`src/rtl/pc_fetch_if.sv`:
```
// pc_fetch_if -- bundle between the fetch stage, its instruction LUT and decode.
//   master : the fetch stage. It drives prog_ctr, instr, instr_pc, instr_valid,
//            done and instr_count. It receives mach_code, br_taken, br_target
//            and decode_ready.
//   slave  : the environment (LUT, branch unit, decode), with the opposite directions.
//   D      : program counter width, equal to log2 of the LUT depth.
interface pc_fetch_if #(
  parameter int D = 12
);
  logic [D-1:0] prog_ctr;
  logic [8:0]   mach_code;
  logic         br_taken;
  logic [D-1:0] br_target;
  logic [8:0]   instr;
  logic [D-1:0] instr_pc;
  logic         instr_valid;
  logic         decode_ready;
  logic         done;
  logic [15:0]  instr_count;

  modport master (
    output prog_ctr, instr, instr_pc, instr_valid, done, instr_count,
    input  mach_code, br_taken, br_target, decode_ready
  );

  modport slave (
    input  prog_ctr, instr, instr_pc, instr_valid, done, instr_count,
    output mach_code, br_taken, br_target, decode_ready
  );
endinterface

```
`src/rtl/pc_fetch.sv`:
```
// pc_fetch -- single-entry instruction fetch stage with HALT detection.
// Ports:
//   clk      : the only clock; all state changes on its rising edge.
//   reset_n  : synchronous, active-low reset.
//   bus      : pc_fetch_if.master.
//              prog_ctr goes to the LUT, and mach_code comes back combinationally.
//              br_taken and br_target carry a redirect.
//              instr, instr_pc and instr_valid are presented to decode, which answers with decode_ready.
//              done is raised once the HALT word is accepted.
//              instr_count is the saturating count of accepted instructions.
// Parameters:
//   D         : program counter width.
//   HALT_CODE : machine word that stops fetch once decode has accepted it.
module pc_fetch #(
  parameter int         D         = 12,
  parameter logic [8:0] HALT_CODE = 9'h1FF
) (
  input logic        clk,
  input logic        reset_n,
  pc_fetch_if.master bus
);

  typedef enum logic [1:0] {RUN, DRAIN, HALTED} state_t;

  state_t       state_q;
  logic [D-1:0] pc_q;
  logic [D-1:0] instr_pc_q;
  logic [8:0]   instr_q;
  logic         valid_q;
  logic         done_q;
  logic [15:0]  count_q;

  logic         accept;
  logic         free;
  logic [15:0]  count_d;
  logic [D-1:0] pc_d;

  assign accept = valid_q & bus.decode_ready;
  assign free   = ~valid_q | accept;

  always_comb begin
    count_d = count_q;
    if (accept && (count_q != 16'hFFFF)) count_d = count_q + 16'd1;
  end

  // Incrementing the address wraps naturally modulo 2^D.
  assign pc_d = pc_q + D'(1);

  always_ff @(posedge clk) begin
    if (!reset_n) begin
      state_q    <= RUN;
      pc_q       <= '0;
      instr_pc_q <= '0;
      instr_q    <= '0;
      valid_q    <= 1'b0;
      done_q     <= 1'b0;
      count_q    <= '0;
    end else begin
      // The counter follows decode's handshake and ignores the FSM state.
      // An acceptance in the same cycle as a flush still counts.
      count_q <= count_d;
      case (state_q)
        RUN: begin
          if (bus.br_taken) begin
            pc_q    <= bus.br_target;
            valid_q <= 1'b0;
          end else if (free) begin
            instr_q    <= bus.mach_code;
            instr_pc_q <= pc_q;
            valid_q    <= 1'b1;
            pc_q       <= pc_d;
            if (bus.mach_code == HALT_CODE) state_q <= DRAIN;
          end
        end
        DRAIN: begin
          // A redirect beats the HALT: the HALT was on a wrong path.
          if (bus.br_taken) begin
            pc_q    <= bus.br_target;
            valid_q <= 1'b0;
            state_q <= RUN;
          end else if (accept) begin
            valid_q <= 1'b0;
            done_q  <= 1'b1;
            state_q <= HALTED;
          end
        end
        HALTED: begin
          // Only reset leaves this state. Redirects are ignored here.
        end
        default: state_q <= RUN;
      endcase
    end
  end

  assign bus.prog_ctr    = pc_q;
  assign bus.instr       = instr_q;
  assign bus.instr_pc    = instr_pc_q;
  assign bus.instr_valid = valid_q;
  assign bus.done        = done_q;
  assign bus.instr_count = count_q;

endmodule

```
`src/flat_wrapper.sv`:
```
// flat-port wrapper written by rule: the top's interface ports become plain ports
module pc_fetch_flat 
#(
  parameter int         D         = 12,
  parameter logic [8:0] HALT_CODE = 9'h1FF
)
  (clk, reset_n, bus_prog_ctr, bus_instr, bus_instr_pc, bus_instr_valid, bus_done, bus_instr_count, bus_mach_code, bus_br_taken, bus_br_target, bus_decode_ready);
  pc_fetch_if #(.D(D)) bus_i ();
  input logic clk;
  input logic reset_n;
  output wire logic [$bits(bus_i.prog_ctr)-1:0] bus_prog_ctr;
  output wire logic [$bits(bus_i.instr)-1:0] bus_instr;
  output wire logic [$bits(bus_i.instr_pc)-1:0] bus_instr_pc;
  output wire logic [$bits(bus_i.instr_valid)-1:0] bus_instr_valid;
  output wire logic [$bits(bus_i.done)-1:0] bus_done;
  output wire logic [$bits(bus_i.instr_count)-1:0] bus_instr_count;
  input wire logic [$bits(bus_i.mach_code)-1:0] bus_mach_code;
  input wire logic [$bits(bus_i.br_taken)-1:0] bus_br_taken;
  input wire logic [$bits(bus_i.br_target)-1:0] bus_br_target;
  input wire logic [$bits(bus_i.decode_ready)-1:0] bus_decode_ready;
  assign bus_prog_ctr = bus_i.prog_ctr;
  assign bus_instr = bus_i.instr;
  assign bus_instr_pc = bus_i.instr_pc;
  assign bus_instr_valid = bus_i.instr_valid;
  assign bus_done = bus_i.done;
  assign bus_instr_count = bus_i.instr_count;
  assign bus_i.mach_code = bus_mach_code;
  assign bus_i.br_taken = bus_br_taken;
  assign bus_i.br_target = bus_br_target;
  assign bus_i.decode_ready = bus_decode_ready;
  pc_fetch #(.D(D), .HALT_CODE(HALT_CODE)) u_core (.clk(clk), .reset_n(reset_n), .bus(bus_i));
endmodule
```
`config.mk`:
```
export PLATFORM = sky130hd
export DESIGN_NAME = pc_fetch_flat
export DESIGN_NICKNAME = d
export VERILOG_FILES = /design/src/rtl/pc_fetch_if.sv /design/src/rtl/pc_fetch.sv /design/src/flat_wrapper.sv
export SDC_FILE = /design/constraint.sdc
export NUM_CORES = 1
export LEC_CHECK = 0
export ABC_AREA = 1
export CAP_MARGIN = 30
export CORE_MARGIN = 2
export CORE_UTILIZATION = 50
export DETAILED_ROUTE_END_ITERATION = 10
export DONT_BUFFER_PORTS = 1
export PLACE_DENSITY_LB_ADDON = 0.3
export REMOVE_ABC_BUFFERS = 1
export SYNTH_ARGS = -nofsm -noshare
export SYNTH_HDL_FRONTEND = slang
export SYNTH_SLANG_ARGS = --single-unit
```
`constraint.sdc`:
```
create_clock -name clk -period 4.5 [get_ports clk]
set_input_delay 0.45 -clock clk [delete_from_list [all_inputs] [get_ports clk]]
set_output_delay 0.45 -clock clk [all_outputs]
set_load 0.02 [all_outputs]
```
==> run_1/layer_met1.png <==
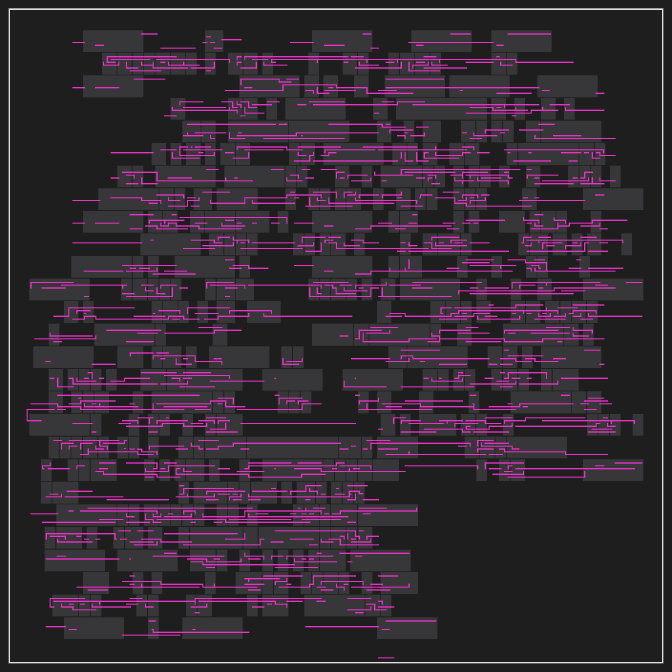
The layer holds 45% of the routed length. 406 nets have wire on it. The layer carries 2910 um of wire. The wires run mostly horizontal. The longest straight run is 29.4 um.

==> run_1/layer_met2.png <==
The bar under the picture is 20 um long.
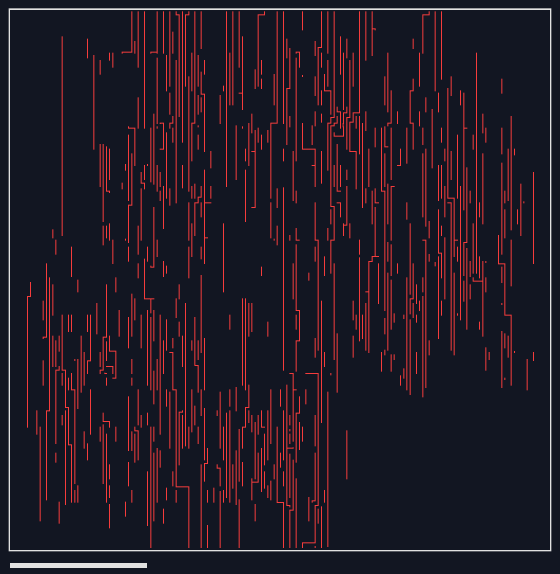
305 nets have wire on it. The layer carries 2990 um of wire.
routed wire length: 6470 um
met2 usage: 0.321

==> run_1/layer_met3.png <==
The bar under the picture is 20 um long.
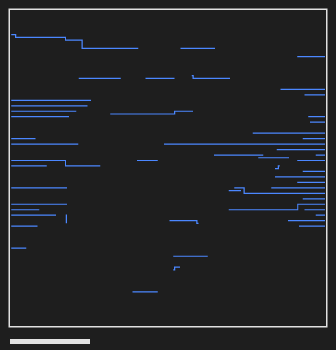
The layer holds 8.4% of the routed length. The layer carries 546 um of wire. The wires run mostly horizontal. The longest straight run is 39.7 um. 46 nets have wire on it.
vias after detailed routing: 2505
GR Util met3: 0.0782

==> results_dict.tcl, run 1 <==
# yosys + openroad results
set metrics [dict create \
    status "complete, no violations" \
    grt_max_degree 39 \
    setup-violations-final 0 \
    fp_util 0.511 \
    place_congestion 0.828 \
    path_buffers 1 \
    total_power_mw 1.01 \
    synth_cells 414 \
    path_delay_family "simple AND/OR/NAND/NOR gates" \
    min_to "u_core.bus.prog_ctr[3]" \
    die-height_um 78.6 \
    dpl.hpwl_um 4570 \
    fill_cells 537 \
    ir_worst_vdd_mv 0.184 \
    grt_first_pass_wirelength_um 10600 \
    antennaDiodeCount 0 \
    worstMarginPinSlew_ns 0.681 \
    cp-end-kind "register" \
    track_usage 0.212 \
    synth.distinct_cells 31 \
    finalSetupTns_ns 0 \
    reg2reg_depth 10 \
    ctsRootBufferMaster "clkbuf_8" \
    fa_ha_area_frac 0.00900 \
    htreeDepth 2 \
    synth_top_cell_by_area "dfxtp_1" \
    fmax_ghz 0.518 \
    warning_count 25 \
    firstDrtPassIters 4 \
    ys_sh_mux 0 \
    vias_per_cell 5.24 \
    placed_area_um2 2770 \
    min_period_over_period 0.429 \
    min_path_type "input pin to register" \
    antenna_found_initial 0 \
    critPathMaxStageDelay_ns 0.58 \
    slew_viol_final 0 \
    wl_per_cell_um 13.5 \
    setup_ws_ns 2.57 \
    skew_ns 0.00517 \
    ys_sh_simple 0.376 \
    r2r_end "u_core.bus.instr_count[10]" \
    crit_arrival_ns 2.15 \
    grt.overflow.total 0 \
    r2r-start "u_core.bus.instr_count[0]" \
    drt-initial-drc-count 140 \
    compound_area_frac 0.126 \
    path_class "register to register" \
    top_cells_by_area "dfxtp_1 38%, nand2_1 17%, a21oi_1 7.9%" \
    required_ns 4.71 \
    cts-resized-gates 0 \
    crit_fanout 16 \
    most_common_cell "nand2_1" \
    drc_errors 0 \
    nets 432 \
    grt_setup_unrepaired "no" \
    final-instance-count-excl-fill 478 \
    cp_num_cells 10 \
    drtAntennaViolNets 0 \
    yosysSeqAreaShare 0.382 \
    drv_cap 0 \
    slowest_stage "dfxtp_1" \
    yosys-top-cells-count "127 x nand2_1, 53 x dfxtp_1, 53 x nor2_1" \
    core_area_um2 5440 \
    tritoncts "done" \
    postLayoutCellArea_um2 2910 \
    edf_count 0 \
]
run 1: metal layers:
metal	GRT usage	up-vias	routed length, um
li1	-	1313	-
met5	0	-	0
met2	0.321	72	2990
met4	0.0579	0	27
met3	0.0782	2	546
met1	0.285	1118	2910
run 1: worst max-delay path by stage:
| stage | startpoint | to | slack (ns) |
|---|---|---|---|
| 2_1_floorplan | u_core.bus.instr_count[0] | u_core.bus.instr_count[8] | 2.87 |
| 3_3_place_gp | bus_br_taken | u_core.bus.instr_pc[5] | 2.62 |
| 3_5_place_dp | bus_br_taken | u_core.bus.instr[5] | 2.57 |
| 4_1_cts | u_core.bus.instr_count[0] | u_core.bus.instr_count[10] | 2.57 |
| 5_1_grt | u_core.bus.instr_valid | u_core.bus.prog_ctr[3] | 2.40 |
| 6_report | u_core.bus.instr_count[0] | u_core.bus.instr_count[10] | 2.57 |
run 1: power breakdown:
| part | total (mW) | switching, mW | leakage, nW | internal [mW] |
|---|---|---|---|---|
| sequential | 0.541 | 0.0518 | 0.433 | 0.490 |
| combinational | 0.0803 | 0.0525 | 0.561 | 0.0278 |
| clock | 0.393 | 0.169 | 0.0687 | 0.224 |
| total | 1.01 | 0.273 | 1.06 | 0.742 |
run 1: flip-flops by register name (all words and copies together), names as in the netlist:
name / count
u_core.bus.instr_valid: 1
u_core.state_q: 2
u_core.bus.prog_ctr: 12
u_core.bus.instr_pc: 12
u_core.bus.done: 1
u_core.bus.instr: 9
u_core.bus.instr_count: 16
run 1: cell type report:
type                    instances  area, um^2  area share
well taps                      72        90.1      0.0310
repair buffers                  1        7.51     0.00258
clock buffers                   5        68.8      0.0237
multi-input cells             315        1500       0.515
clock inverters                 3        68.8      0.0237
inverters                      29         113      0.0387
flip-flops and latches         53        1060       0.365
==> run_1/metal_density.png <==
The bar under the picture is 20 um long. 16 x 16 tiles, from dark purple (low) to yellow (high), scaled to the fullest tile. Values are wire area over tile area, all layers added.
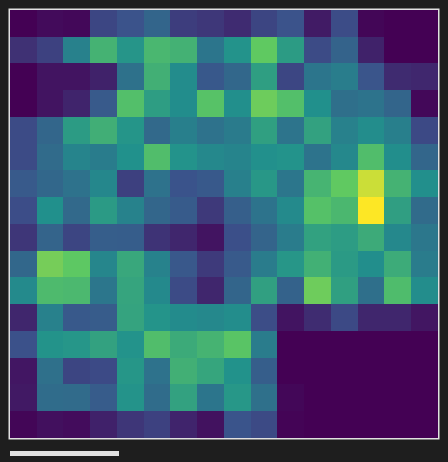

==> run 1 -> run 2 <==
==> constraint.sdc (replaced) <==
create_clock -name clk -period 2 [get_ports clk]
set_input_delay 0.2 -clock clk [delete_from_list [all_inputs] [get_ports clk]]
set_output_delay 0.2 -clock clk [all_outputs]
set_load 0.02 [all_outputs]
==> run_2/metal_density.png <==
The bar under the picture is 20 um long. 16 x 16 tiles, from dark purple (low) to yellow (high), scaled to the fullest tile. Values are wire area over tile area, all layers added.
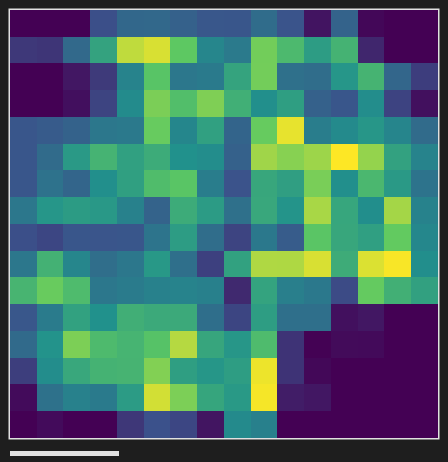
40% of the tiles are over half the peak. The emptiest ninth of the die: south-east. The mean over all tiles is 0.18.
all-layer global routing usage: 0.221
WL per Instance: 13.4 um
vias after detailed routing: 2631
routed wire length: 6680 um

==> run_2/clocks.png <==
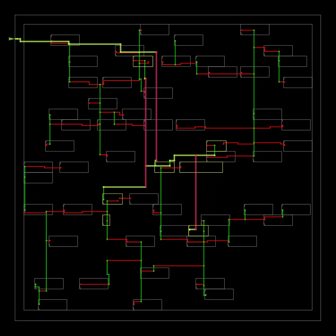
Worst Clk Skew: 0.0111 ns
num sequential: 53
Latency at later pin: 0.31 ns
Clock group: 726 uW
Num CTS Buffers: 5

==> run 2 against run 1 <==
- routed wire length is 3.2% higher
- flip-flop count stayed put
- total power is 110% higher
- sequential share of layout area is 1.7 points lower
- clock power is 85% higher
- global-route usage is 0.85 points higher
- utilization is 2.6 points higher
- worst setup slack worse by 2.3 ns
- combinational power went up to 2.9 times the previous value
- area after synthesis stayed put
- non-clock buffer count is 23 higher
- largest cell class unchanged
- largest power group unchanged
==> results_dict.tcl, run 2 <==
# yosys + openroad results
set metrics [dict create \
    status "complete, no violations" \
    min_path_type "input pin to register" \
    setup_ws_ns 0.309 \
    drt-initial-drc-count 210 \
    rrSetupSlack_ns 0.31 \
    core_area_um2 5440 \
    warning_count 25 \
    min_period_over_period 0.846 \
    edf_count 0 \
    total_power_mw 2.15 \
    antenna_found_initial 0 \
    crit_fanout 36 \
    grt_first_pass_wirelength_um 11000 \
    critPathMaxStageDelay_ns 0.45 \
    firstDrtPassIters 5 \
    grt_setup_unrepaired "no" \
    placed_area_um2 2940 \
    path_class "register to register" \
    p_sw_uw 602 \
    htreeDepth 2 \
    cts-resized-gates 0 \
    final-hold-violation-count 0 \
    finalSetupTns_ns 0 \
    pwr-share-clk 0.338 \
    postLayoutCellArea_um2 3050 \
    die-height_um 78.6 \
    drv_cap 0 \
    p_seq_frac 0.553 \
    fp_util 0.511 \
    tritoncts "done" \
    synth_top_cell_by_area "dfxtp_1" \
    path_delay_family "simple AND/OR/NAND/NOR gates" \
    vias_per_cell 5.26 \
    reg2reg_depth 7 \
    top_cells_by_area "dfxtp_1 38%, nand2_1 17%, a21oi_1 7.9%" \
    r2r_end "u_core.bus.instr_pc[4]" \
    grt.overflow.total 0 \
    synth_cells 414 \
    ys_sh_mux 0 \
    ctsRootBufferMaster "clkbuf_8" \
    dpl.hpwl_um 4830 \
    min_to "u_core.bus.prog_ctr[2]" \
    synth.distinct_cells 31 \
    crit_arrival_ns 1.89 \
    fmax_ghz 0.591 \
    final-instance-count-excl-fill 500 \
    worstMarginPinSlew_ns 0.409 \
    largest_reg_flops 16 \
    r2r-start "u_core.state_q[1]" \
    ys_sh_simple 0.376 \
    path_buffers 2 \
    drtAntennaViolNets 0 \
    drc_errors 0 \
    cp-end-kind "register" \
    antennaDiodeCount 0 \
    yosysSeqAreaShare 0.382 \
    required_ns 2.20 \
    nets 455 \
    switching_share 0.280 \
    compound_area_frac 0.126 \
    slowest_stage "dfxtp_1" \
    grt_max_degree 37 \
    slew_viol_final 0 \
    setup-violations-final 0 \
    ir_worst_vdd_mv 0.393 \
]
run 2: cell counts after synthesis:
No cell type changed its count.
run 2: what timing repair did:
| action | in CTS | in global routing |
|---|---|---|
| hold endpoints to repair | 1 | 0 |
| setup endpoints to repair | 0 | 0 |
| hold buffers | 1 | 0 |
| setup buffers | 0 | 0 |
run 2: metal layers:
layer / up-vias / wire, um / track usage
li1: 1360 / - / -
met1: 1186 / 2930 / 0.276
met2: 74 / 3090 / 0.353
met3: 11 / 534 / 0.0655
met4: 0 / 125 / 0.0947
met5: - / 0 / 0
run 2: cells by family (layout without fill, tap and decap cells):
kind of cell	after synthesis	count (layout)
adders and majority gates	2	2
buffers and inverters	46	60
and+or+nand+nor	242	242
AOI/OAI and AO/OA	62	62
DFF	53	53
xor gates and xnor gates	9	9
run 2: final cells by class:
cell class	count	area [um^2]
fillers	509	2390
multi-input cells	315	1500
flip-flops and latches	53	1060
repair buffers	24	183
inverters	29	113
well taps	72	90.1
clock buffers	5	68.8
clock inverters	2	35.0
run 2: worst max path at each step:
stage	to	slack [ns]	from	cells after the start
global placement	u_core.bus.instr_count[11]	0.38	u_core.bus.instr_count[4]	6
finish	u_core.bus.instr_pc[4]	0.31	u_core.state_q[1]	7
floorplan	u_core.bus.instr_count[8]	0.37	u_core.bus.instr_count[0]	10
CTS	u_core.bus.instr_pc[4]	0.32	u_core.state_q[1]	7
detailed placement	u_core.bus.instr_pc[4]	0.33	u_core.state_q[1]	7
global route	u_core.bus.instr_pc[8]	0.12	u_core.state_q[1]	7
run 2: power groups by stage:
stage	combinational [mW]	sequential, mW	clock, mW
final	0.235	1.19	0.726
after global routing	0.266	1.20	0.776
after CTS	0.235	1.19	0.735
after detailed placement	0.232	1.21	0
after global placement	0.227	1.21	0
after floorplan	0.146	1.22	0
Power is estimated from default activity; no workload was simulated.
